File: config.mk
export PLATFORM = sky130hd
export DESIGN_NAME = bus_arbiter8
export DESIGN_NICKNAME = d
export VERILOG_FILES = /design/src/rtl/bus_arb_pkg.sv /design/src/rtl/bus_arbiter8_rr_pick8.sv /design/src/rtl/bus_arbiter8.sv
export SDC_FILE = /design/constraint.sdc
export NUM_CORES = 1
export LEC_CHECK = 0
export CAP_MARGIN = 20
export CORE_MARGIN = 2
export CORE_UTILIZATION = 61
export DETAILED_ROUTE_END_ITERATION = 8
export PLACE_DENSITY = 0.86
export SLEW_MARGIN = 20
export SYNTH_ARGS = -nofsm -noshare
export SYNTH_HDL_FRONTEND = slang
export SYNTH_HIERARCHICAL = 1
export SYNTH_SLANG_ARGS = --single-unit
File: constraint.sdc
create_clock -name clk -period 8.5 [get_ports clk]
set_input_delay 1.7 -clock clk [delete_from_list [all_inputs] [get_ports clk]]
set_output_delay 1.7 -clock clk [all_outputs]
set_load 0.01 [all_outputs]
File: src/rtl/bus_arb_pkg.sv
// Shared sizes and FSM state type for the 8-way round-robin bus arbiter.
package bus_arb_pkg;
  localparam int N_REQ = 8;
  localparam int SEL_W = 3;

  typedef enum logic [1:0] {
    IDLE = 2'd0,
    BUSY = 2'd1,
    TURN = 2'd2
  } arb_state_e;
endpackage

File: src/rtl/bus_arbiter8_rr_pick8.sv
// Combinational round-robin pick: first set req bit at or after ptr, searching upward mod 8.
module rr_pick8
  import bus_arb_pkg::*;
(
  input  logic [N_REQ-1:0] req,
  input  logic [SEL_W-1:0] ptr,
  output logic             any,
  output logic [SEL_W-1:0] idx,
  output logic [N_REQ-1:0] onehot
);

  logic [SEL_W-1:0] cand;

  // Walk from the farthest offset down so the nearest hit to ptr wins last.
  always_comb begin
    any    = 1'b0;
    idx    = '0;
    cand   = '0;
    for (int i = N_REQ - 1; i >= 0; i--) begin
      cand = ptr + SEL_W'(i);
      if (req[cand]) begin
        any = 1'b1;
        idx = cand;
      end
    end
    onehot = any ? (N_REQ'(1) << idx) : '0;
  end

endmodule

File: src/rtl/bus_arbiter8.sv
// 8-requester round-robin bus arbiter (IDLE/BUSY/TURN) with registered one-hot grant.
// Optional grant hold limit enabled by defining BUS_ARB_TIMEOUT_EN.
module bus_arbiter8
  import bus_arb_pkg::*;
#(
  parameter int unsigned MAX_HOLD = 16
) (
  input  logic             clk,
  input  logic             reset_n,
  input  logic [N_REQ-1:0] req,
  output logic [N_REQ-1:0] gnt,
  output logic [SEL_W-1:0] sel,
  output logic             bus_valid,
  output logic             timeout
);

  if (MAX_HOLD < 2 || MAX_HOLD > 255) begin : g_bad_max_hold
    $error("bus_arbiter8: MAX_HOLD must be in 2..255");
  end

  arb_state_e       state_q, state_d;
  logic [SEL_W-1:0] ptr_q, ptr_d;
  logic [SEL_W-1:0] sel_q, sel_d;
  logic [N_REQ-1:0] gnt_q, gnt_d;
  logic             timeout_q, timeout_d;
  logic             hold_expired;

  logic             pick_any;
  logic [SEL_W-1:0] pick_idx;
  logic [N_REQ-1:0] pick_onehot;

  rr_pick8 u_pick (
    .req    (req),
    .ptr    (ptr_q),
    .any    (pick_any),
    .idx    (pick_idx),
    .onehot (pick_onehot)
  );

`ifdef BUS_ARB_TIMEOUT_EN
  logic [7:0] hold_q, hold_d;

  always_comb begin
    hold_d = hold_q;
    if (state_q == IDLE && pick_any) begin
      hold_d = '0;
    end else if (state_q == BUSY) begin
      hold_d = hold_q + 8'd1;
    end
  end

  always_ff @(posedge clk or negedge reset_n) begin
    if (!reset_n) hold_q <= '0;
    else          hold_q <= hold_d;
  end

  // Last allowed BUSY cycle: hold_q counts BUSY cycles already completed.
  assign hold_expired = (state_q == BUSY) && (hold_q == 8'(MAX_HOLD - 1));
`else
  assign hold_expired = 1'b0;
`endif

  always_comb begin
    state_d   = state_q;
    ptr_d     = ptr_q;
    sel_d     = sel_q;
    gnt_d     = gnt_q;
    timeout_d = 1'b0;
    unique case (state_q)
      IDLE: begin
        if (pick_any) begin
          state_d = BUSY;
          gnt_d   = pick_onehot;
          sel_d   = pick_idx;
          ptr_d   = pick_idx + SEL_W'(1);
        end
      end
      BUSY: begin
        // A release wins over a simultaneous expiry, so no pulse in that case.
        if (!req[sel_q]) begin
          state_d = TURN;
          gnt_d   = '0;
        end else if (hold_expired) begin
          state_d   = TURN;
          gnt_d     = '0;
          timeout_d = 1'b1;
        end
      end
      TURN: state_d = IDLE;
      default: begin
        state_d = IDLE;
        gnt_d   = '0;
      end
    endcase
  end

  always_ff @(posedge clk or negedge reset_n) begin
    if (!reset_n) begin
      state_q   <= IDLE;
      ptr_q     <= '0;
      sel_q     <= '0;
      gnt_q     <= '0;
      timeout_q <= 1'b0;
    end else begin
      state_q   <= state_d;
      ptr_q     <= ptr_d;
      sel_q     <= sel_d;
      gnt_q     <= gnt_d;
      timeout_q <= timeout_d;
    end
  end

  assign gnt       = gnt_q;
  assign sel       = sel_q;
  assign bus_valid = (state_q == BUSY);
  assign timeout   = timeout_q;

endmodule

==> COMMIT_EDITMSG <==
Add synthesis and place-and-route results

* Run status: finished clean
- Per the area breakdown, the dominant cell category is logic gates.
- In this run, the synthesized area fraction spent on AND-OR/OR-AND gates is recorded as 19.96%.
- Setup crit end kind: flop
- Post-synth cell types: 58
- The worst path uses 54.35% of the clock period.
* Initial antenna violation count: 0
- The clock reaches the later pin of the worst-skew pair after 0.28 ns.
- Area fraction of the dominant cell type after synthesis: 20.54%
- The first TritonRoute pass finished after 4 iterations.
- Setup repair after global routing left no endpoint under its margin.
- Worst hold slack: 0.5602 ns
- The layout report lists the multi-input gate area as 1388 um^2.
- Hold-check failures listed in the final report amount to 0.
- The OpenROAD report gives the critical path a data arrival time of 4.79 ns.
- In this run, CTS created clock tree buffers numbering 3.
- Global routing consumed, on the met2 layer, 49.38% of the routing resources.
- Busiest layer in global routing: met2
* Critical path depth in cells: 10
- STA lists the endpoint of the worst register-to-register path as ptr_q[1].
- The final layout report lists a filler cell count of 246.
* Reg-to-Reg Start: ptr_q[1]
* Number of placed instances, taps included: 254
- Total met2 wirelength after detailed routing: 2.355 mm
- Top area cell types: dfrtp_1 (21%), mux2i_1 (10%), mux2_2 (9.2%)
* Fraction of final layout cells sized beyond drive strength 1: 17.76%
- Summing every instance area after synthesis gives 1949 um^2.
- After layout, the setup clock skew is reported as 0.001149 ns.
* Crit path from: req[3]
- Count of inverters not on the clock network in the layout: 9
* Chip Area: 3664 um^2
- The final antenna diode tally reported by the flow is 0.
- Clock tree from TritonCTS: yes
* Met1 routed wirelength after detailed routing: 2.080 mm
- Area growth syn-to-layout: 8.922%
- Max-cap violations in this run came to 0.
- Detailed-route DRC error count: 0
- For the pin with the worst max-slew slack, the measured transition is 0.8507 ns.
- Placed Area: 2087 um^2
- Multiplexer fraction of the synthesized cell area: 29.33%
* Count of tool warnings: 27
- Max-slew check failures listed in the final report amount to 0.
* Post-DR wirelength/cell: 19.00 um
- The commonest cells after synthesis are mux2i_1 (20), dfrtp_1 (16), mux2_2 (16), nand2_1 (16), o21ai_0 (12).
- Counting flops and latches in the post-synthesis netlist gives 16.
- Final Critical Period: 4.620 ns
- Checking max transition, the worst relative margin is 43.29%.
- The layout has 4 clock buffers.
- Top-Level Pins: 23
* Worst hold path endpoint: gnt[7]
- Entering global routing, the biggest net connects 24 pins.
- Counting flops with a built-in enable in the synthesized netlist gives 0.
* Max incr delay on CP: 0.63 ns
- The number of nets handed over by synthesis was 215.
- Yosys Warn Count: 6
* Total non-filler cell area in the finished layout: 2123 um^2
- The detail route stage leaves a number of antenna-violating nets equal to 0.
* Total buffers and inverters traversed by the critical path: 2
* Synth Seq Share: 20.54%
- Aggregate global-route resource usage: 29.92%
- The cell family contributing the most delay on the critical path is multiplexers.
- Total negative setup slack: 0 ns
- Final setup violation count: 0
- # Cells Yosys: 202
* Top cells excl fill/tap: clkdlybuf4s50_1 (21), mux2i_1 (20), nand2_1 (16), mux2_2 (16), dfrtp_1 (16)
- In this run the number of H-tree levels came out at 1.
- Looking at the post-CTS report, the setup buffer insertion count equals 0.
* Met1 usage: 42.24%
- Chip area from the yosys synthesis statistics: 1949 um^2
* PnR worst setup slack: 3.880 ns
- Max FO, Critical Path: 7
- Detailed placement finished with a half-perimeter wire length of 3.571 mm.
- Synthesized-area fraction occupied by xor and xnor cells: 2.246%
- The number of clock sinks came to 16.
- The capture point of the critical path was reported as ptr_q[1].
* Hold-critical path depth: 2
- Final WL: 4.902 mm
- Tap Count: 44
* Area share of fa/ha/maj cells after synthesis: 1.926%
- The setup path with the least slack is of type in -> reg.
- After synthesis, the mean cell area works out to 9.650 um^2.
- The synthesized netlist devotes 17.52% of its cell area to simple gates.
- According to the cell report, flip-flops and latches in the layout number 16.
* Clock root cell: clkbuf_4
- Nature of the critical path startpoint: primary input
* Maximum frequency from static timing analysis: 0.2165 GHz
- Per the final report, the share of cell area in non-clock buffers is 9.900%.
* Via total after detailed routing: 1732
- Fraction of registers with async set/reset: 100.0%
- Non-clock buffer count in the final layout: 21
- Vias/cell: 6.713
- Maximum buffer depth of the clock tree: 2
- The data required time reported for the critical path is 8.67 ns.
- For this design, the CTS-stage hold fixing added 0 buffers.
- The via count of the first global-routing pass was 1627.
- Cell at the slowest stage of the critical path: mux4_1
- Count of routing violations after the opening detailed-route iteration: 138
* Main logic family: multiplexers
* Wire length of the first global-routing pass: 8.197 mm
* Global Route met3 Usage: 2.985%
- The fraction of final cell area spent on clock buffers and inverters in this run is 1.709%.
- Gate Count Post-Synth: 202
* Series of cell instances along the critical path: clkdlybuf4s50_1 > mux4_1 > nand2_1 > o21ai_0 > or3_2 > a31oi_1 > a41oi_4 > inv_2 > ha_1 > mux2_2
* Gates resized, CTS repair: 0
* Post-Place Worst Slack: 3.699 ns
- Highest routed metal layer: met4
* R2r worst-path depth: 11
* Yosys top cell by instances: mux2i_1
- Share of the core filled by cells before placement: 63.85%
- Number of nets in the final layout: 228
- Met3 routed wirelength: 353 um
* Cell type with the highest aggregate area in the netlist: dfrtp_1
* Minimum setup slack among reg-to-reg paths: 4.12 ns
- The report lists the number of standard-cell rows as 20.
- Most frequently used flop master after synthesis: dfrtp_1
- The type recorded for the worst min-delay path is reg -> reg.
==> images/class_map.png <==
Scale bar: 20 um. Fill, decap, tap and diode cells in gray.
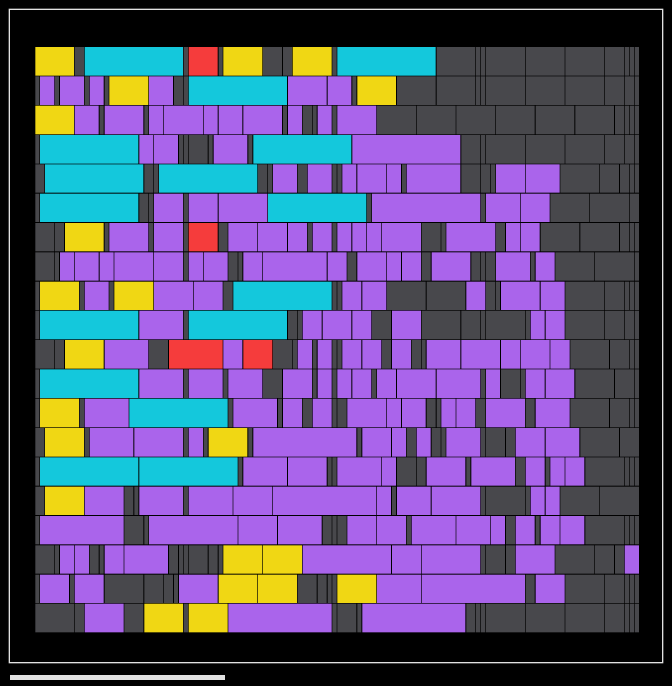
[yellow] remaining buffers and delay cells | cells: 21
[purple] remaining logic cells | cells: 173
[cyan] registers | cells: 16
[red] clock drivers and dummy loads | cells: 4
end-of-flow core utilization: 69.55%
core outline area: 3053 um^2
sequential portion of the cell area: 18.86%

==> images/gates.png <==
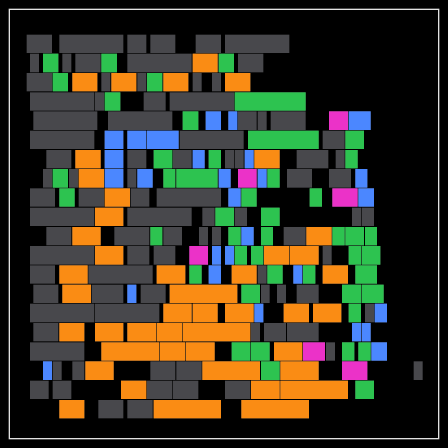
[magenta] non-inverting ao/oa cells | cells: 6 | most used: a21o_1
[blue] nor cells | cells: 28 | most used: nor2_1
[green] aoi and oai cells | cells: 46 | most used: o21ai_0
[orange] mux cells | cells: 44 | most used: mux2i_1
commonest non-fill, non-tap cell in the layout: clkdlybuf4s50_1
number of non-filler instances in the completed layout: 258
logic gate fraction of the total cell area: 65.35%

==> images/ff_map.png <==
Other sequential cells in the stronger gray, the rest of the logic in the fainter gray.
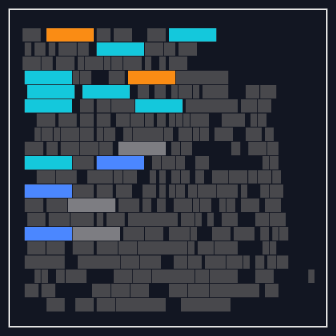
[cyan] gnt | sequential cells: 8
[blue] sel | sequential cells: 3
[orange] state_q | sequential cells: 2
Storage cell area: 400.4 um^2

==> images/floorplan.png <==
Pins as bars on the die edge.
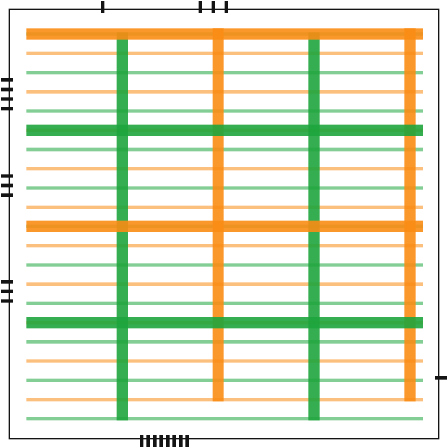
[green] VSS
[orange] VDD
met1 rails: 21
met5 straps: 4
chip width: 60.53 um
Die Height: 60.53 um

